[src/rtl/uart_pkg.sv]
// Shared UART definitions used by both the transmit and receive paths.
package uart_pkg;

    typedef enum logic [1:0] {
        IDLE  = 2'd0,
        START = 2'd1,
        DATA  = 2'd2,
        STOP  = 2'd3
    } uart_state_t;

    // 100 MHz system clock at 115200 baud.
    localparam int DEFAULT_CLKS_PER_BIT = 868;
    localparam int DATA_BITS            = 8;

endpackage

[src/rtl/tx_fifo.sv]
// Synchronous FIFO buffering bytes between the producer and the UART serializer.
module tx_fifo #(
    parameter int DEPTH = 8,
    parameter int WIDTH = 8
) (
    input  logic                     clk,
    input  logic                     rst,
    input  logic                     push,
    input  logic [WIDTH-1:0]         wr_data,
    input  logic                     pop,
    output logic [WIDTH-1:0]         rd_data,
    output logic                     full,
    output logic                     empty,
    output logic [$clog2(DEPTH):0]   count
);

    localparam int PTR_W = $clog2(DEPTH);
    localparam int CNT_W = $clog2(DEPTH) + 1;

    logic [WIDTH-1:0] mem [DEPTH];
    logic [PTR_W-1:0] wr_ptr;
    logic [PTR_W-1:0] rd_ptr;
    logic             do_push;
    logic             do_pop;

    assign full    = (count == CNT_W'(DEPTH));
    assign empty   = (count == '0);
    assign do_push = push && !full;
    assign do_pop  = pop && !empty;
    assign rd_data = mem[rd_ptr];

    always_ff @(posedge clk) begin
        if (do_push) begin
            mem[wr_ptr] <= wr_data;
        end
    end

    // Pointers wrap naturally because DEPTH is a power of two.
    always_ff @(posedge clk or negedge rst) begin
        if (!rst) begin
            wr_ptr <= '0;
            rd_ptr <= '0;
            count  <= '0;
        end else begin
            if (do_push) wr_ptr <= wr_ptr + PTR_W'(1);
            if (do_pop)  rd_ptr <= rd_ptr + PTR_W'(1);
            case ({do_push, do_pop})
                2'b10:   count <= count + CNT_W'(1);
                2'b01:   count <= count - CNT_W'(1);
                default: count <= count;
            endcase
        end
    end

endmodule

[src/rtl/uart_tx.sv]
// 8N1 UART transmitter, LSB first, fed from a small byte FIFO via valid/ready.
module uart_tx
    import uart_pkg::*;
#(
    parameter int CLKS_PER_BIT = DEFAULT_CLKS_PER_BIT,
    parameter int FIFO_DEPTH   = 8
) (
    input  logic                          clk,
    input  logic                          rst,
    input  logic [DATA_BITS-1:0]          tx_data,
    input  logic                          tx_valid,
    output logic                          tx_ready,
    output logic                          tx_serial,
    output logic                          tx_busy,
    output logic [$clog2(FIFO_DEPTH):0]   fifo_count
);

    localparam int BAUD_W = $clog2(CLKS_PER_BIT);
    localparam int BIT_W  = $clog2(DATA_BITS);
    localparam logic [BAUD_W-1:0] BAUD_LAST = BAUD_W'(CLKS_PER_BIT - 1);
    localparam logic [BIT_W-1:0]  LAST_BIT  = BIT_W'(DATA_BITS - 1);

    uart_state_t          state, state_nxt;
    logic [BAUD_W-1:0]    baud_cnt, baud_nxt;
    logic [BIT_W-1:0]     bit_idx, bit_nxt;
    logic [DATA_BITS-1:0] shift_reg, shift_nxt;
    logic                 serial_nxt;
    logic                 baud_done;
    logic                 pop;
    logic                 full;
    logic                 empty;
    logic [DATA_BITS-1:0] rd_data;

    tx_fifo #(
        .DEPTH (FIFO_DEPTH),
        .WIDTH (DATA_BITS)
    ) u_fifo (
        .clk     (clk),
        .rst     (rst),
        .push    (tx_valid && tx_ready),
        .wr_data (tx_data),
        .pop     (pop),
        .rd_data (rd_data),
        .full    (full),
        .empty   (empty),
        .count   (fifo_count)
    );

    assign tx_ready  = !full;
    assign tx_busy   = (state != IDLE) || !empty;
    assign baud_done = (baud_cnt == BAUD_LAST);

    always_ff @(posedge clk or negedge rst) begin
        if (!rst) begin
            state     <= IDLE;
            baud_cnt  <= '0;
            bit_idx   <= '0;
            tx_serial <= 1'b1;
        end else begin
            state     <= state_nxt;
            baud_cnt  <= baud_nxt;
            bit_idx   <= bit_nxt;
            tx_serial <= serial_nxt;
        end
    end

    always_ff @(posedge clk) begin
        shift_reg <= shift_nxt;
    end

    // The line level is computed from the next state so tx_serial is a clean flop output.
    always_comb begin
        state_nxt  = state;
        baud_nxt   = baud_cnt;
        bit_nxt    = bit_idx;
        shift_nxt  = shift_reg;
        pop        = 1'b0;
        serial_nxt = 1'b1;

        if (state != IDLE) begin
            baud_nxt = baud_done ? '0 : baud_cnt + BAUD_W'(1);
        end

        case (state)
            IDLE: begin
                if (!empty) begin
                    pop       = 1'b1;
                    shift_nxt = rd_data;
                    state_nxt = START;
                end
            end
            START: begin
                if (baud_done) begin
                    state_nxt = DATA;
                    bit_nxt   = '0;
                end
            end
            DATA: begin
                if (baud_done) begin
                    shift_nxt = shift_reg >> 1;
                    if (bit_idx == LAST_BIT) state_nxt = STOP;
                    else                     bit_nxt   = bit_idx + BIT_W'(1);
                end
            end
            STOP: begin
                if (baud_done) begin
                    if (!empty) begin
                        pop       = 1'b1;
                        shift_nxt = rd_data;
                        state_nxt = START;
                    end else begin
                        state_nxt = IDLE;
                    end
                end
            end
            default: state_nxt = IDLE;
        endcase

        case (state_nxt)
            START:   serial_nxt = 1'b0;
            DATA:    serial_nxt = shift_nxt[0];
            default: serial_nxt = 1'b1;
        endcase
    end

endmodule

[config.mk]
export PLATFORM = sky130hd
export DESIGN_NAME = uart_tx
export DESIGN_NICKNAME = d
export VERILOG_FILES = /design/src/rtl/uart_pkg.sv /design/src/rtl/tx_fifo.sv /design/src/rtl/uart_tx.sv
export SDC_FILE = /design/constraint.sdc
export NUM_CORES = 1
export LEC_CHECK = 0
export ABC_AREA = 0
export CORE_AREA = 2 2 97 99
export DETAILED_ROUTE_END_ITERATION = 8
export DIE_AREA = 0 0 99 101
export PLACE_DENSITY_LB_ADDON = 0.12
export SETUP_SLACK_MARGIN = 0.3
export SLEW_MARGIN = 10
export SYNTH_ARGS = -nofsm -noshare
export SYNTH_HDL_FRONTEND = slang
export SYNTH_SLANG_ARGS = --single-unit
[constraint.sdc]
create_clock -name clk -period 2.8 [get_ports clk]
set_input_delay 0.42 -clock clk [delete_from_list [all_inputs] [get_ports clk]]
set_output_delay 0.42 -clock clk [all_outputs]
set_load 0.05 [all_outputs]
### Gate-type map

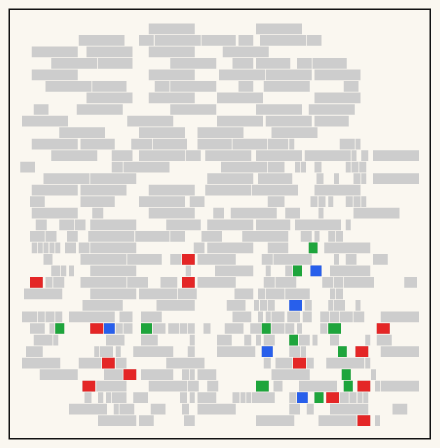
legend:
  green:
    family: AND and OR gates
    cells: 12
    most_used: and3_1
  red:
    family: XOR/XNOR gates
    cells: 13
    most_used: xnor2_1
  blue:
    family: AND-OR and OR-AND gates
    cells: 5
Layout Cells excl Fill: 455
most numerous logic cell after layout: edfxtp_1
multi-input gate share of total cell area: 30.3%

==> flow_summary.json <==
{
  "status": "completed",
  "ys_ff": 98,
  "setup_viol": 0,
  "yosysWarningCount": 0,
  "p_leak_nw": 1.79,
  "clockBufferCount": 9,
  "overflow": 0,
  "placedCellCount": 438,
  "final_nets": 364,
  "cp.required_ps": 3040,
  "cp_common_cell": "ha_2",
  "period_used_pct": 89.0,
  "post_dp_cell_area_um2": 4790,
  "crit_type": "reg2reg",
  "synth_stat.cells": 301,
  "via_per_inst": 5.49,
  "comb_cells": 185,
  "ff_count": 98,
  "chip_area_um2": 10000,
  "cts.root.buffer_cell": "clkbuf_8",
  "syn-mean-instance-area_um2": 14.5,
  "cp_max_fo": 4,
  "area_share_nonclk_buffers_pct": 6.48,
  "cp_num_cells": 11,
  "ff2ff_path_depth": 11,
  "enable_flop_cells": 71,
  "clock_skew_ps": 9.32,
  "worstHoldStart": "baud_cnt[9]$_DFFE_PN0P_",
  "whs_endpoint": "baud_cnt[9]$_DFFE_PN0P_",
  "met2_usage_pct": 27.2,
  "cts-buffers-inserted": 9,
  "final_cell_mix": "edfxtp_1 (71), nor2_1 (23), dfrtp_1 (23)",
  "post_cts_buffers": 0,
  "n_fill_cell": 697,
  "ys_top_logic_family": "multiplexers",
  "n_all_buffers": 38,
  "drive_gt1_share_pct": 20.3,
  "seq_share_pct": 55.7,
  "path_cells": "ha_2, nor4bb_4, a41oi_2, nor3_2, ha_2, ha_1, a21o_1, a21oi_2, xnor2_1, nor2_1, xor2_1",
  "xor_share_pct": 2.61,
  "clk-power_w": 0.000984,
  "max-cap-violations": 0,
  "endpoint": "u_fifo.count[3]$_DFFE_PN0P_",
  "hp-class": "reg2reg",
  "max_freq_mhz": 401,
  "clk_pin_slew_ps": 100,
  "whs_ps": 493,
  "worstMarginPinSlew_ps": 844,
  "port_buffers": 17,
  "top_cell_area_share_pct": 48.9,
  "path_buffers": 0,
  "start_kind": "flip-flop",
  "yosysSeqAreaShare_pct": 64.3,
  "inv_count": 7,
  "die_y_um": 101,
  "cts_resized": 2,
  "design_area_um2": 5040,
  "pre_cts_ws_ps": 196,
  "worstReg2RegEnd": "u_fifo.count[3]$_DFFE_PN0P_",
  "ff_type": "edfxtp_1",
  "powerComb_w": 0.000679,
  "ios": 18,
  "rsz0062_at_grt": "true",
  "fp_util_pct": 48.6,
  "postCtsHoldBufs": 0,
  "cts_buffer_depth": 2,
  "place.gp.congestion": 0.754,
  "postRouteAntennaNets": 0,
  "largest_reg_flops": 64,
  "critical_path.top_delay_family": "adder cells",
  "grt_pass1_wl_mm": 13.1,
  "common_cells": "edfxtp_1 (71), dfrtp_1 (25), nand2_1 (24)",
  "drt-wirelength-per-cell_um": 17.9,
  "grt_pass1_vias": 2507,
  "coreArea_um2": 8980,
  "wl_met3_um": 215,
  "crit_start": "baud_cnt[0]$_DFFE_PN0P_",
  "comb_power_share_pct": 19.1,
  "critPathSlowestCell": "dfrtp_1",
  "seqPwrFrac_pct": 53.2,
  "cp-end-kind": "flip-flop",
  "diodes": 0,
  "p_per_area_nw_per_um2": 704,
  "met2_length_mm": 3.82,
  "top_cells_by_area": "edfxtp_1 (49%), dfrtp_1 (14%), mux4_2 (8.3%)",
  "cpPeakStageDelay_ps": 400,
  "adder_share_pct": 4.19,
  "muxShareOfSynthArea_pct": 11.1,
  "simple_gate_share_pct": 9.78,
  "drt_wl_total_mm": 8.15,
  "rows": 35,
  "p_int_w": 0.00247,
  "syn_to_final_growth_pct": 15.5,
  "via_count": 2499,
  "worstHoldPathCells": 1,
  "die_w_um": 99,
  "grt_max_degree": 20,
  "arrival_ps": 2740,
  "drt_first_iter_violations": 153,
  "fp_nets": 326,
  "m1WireLength_mm": 4.06,
  "finalPower_w": 0.00355,
  "cts_tree": "done",
  "yosysUniqueCellTypes": 48,
  "timing.rr.start": "baud_cnt[0]$_DFFE_PN0P_",
  "slew_headroom_pct": 43.5,
  "flop_area_um2": 2810,
  "synth.largest_area_cell": "edfxtp_1",
  "async_flop_share_pct": 26.5,
  "area.combinational_um2": 1530,
  "clkPwrFrac_pct": 27.7,
  "rrSetupSlack_ps": 310,
  "swShare_pct": 30.6,
  "power_leader": "registers",
  "fin_crit_ps": 2490,
  "clk_latency_ps": 360,
  "compound_area_share_pct": 6.40,
  "cts_sinks": 98,
  "dp_hpwl_mm": 5.59,
  "htreeDepth": 3,
  "largest_class": "registers",
  "n_tap_cell": 111,
  "powerSeq_w": 0.00189,
  "setup_tns_ps": 0,
  "finalHoldViolCount": 0,
  "drc_errors": 0,
  "warnings": 31,
  "peakVddDrop_mv": 0.380,
  "drv_slew": 0,
  "most_common_cell": "edfxtp_1",
  "fin_ws_ps": 309,
  "switchingPower_w": 0.00108,
  "antenna_found_initial": 0,
  "yosys_area_um2": 4360,
  "dr.max_layer_used": "met4",
  "synth_cells": 301,
  "first_pass_iters": 4,
  "area_share_clock_buf_inv_pct": 4.27,
  "netlist_area_um2": 4360
}
### Track usage over the die

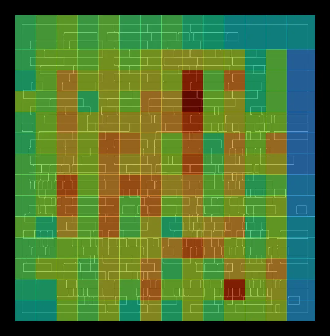
met3 GRT Util: 2.91%
final core occ: 56.1%
GR peak layer: met2
met1 Resource Use GR: 25.0%
gr usage total: 17.5%

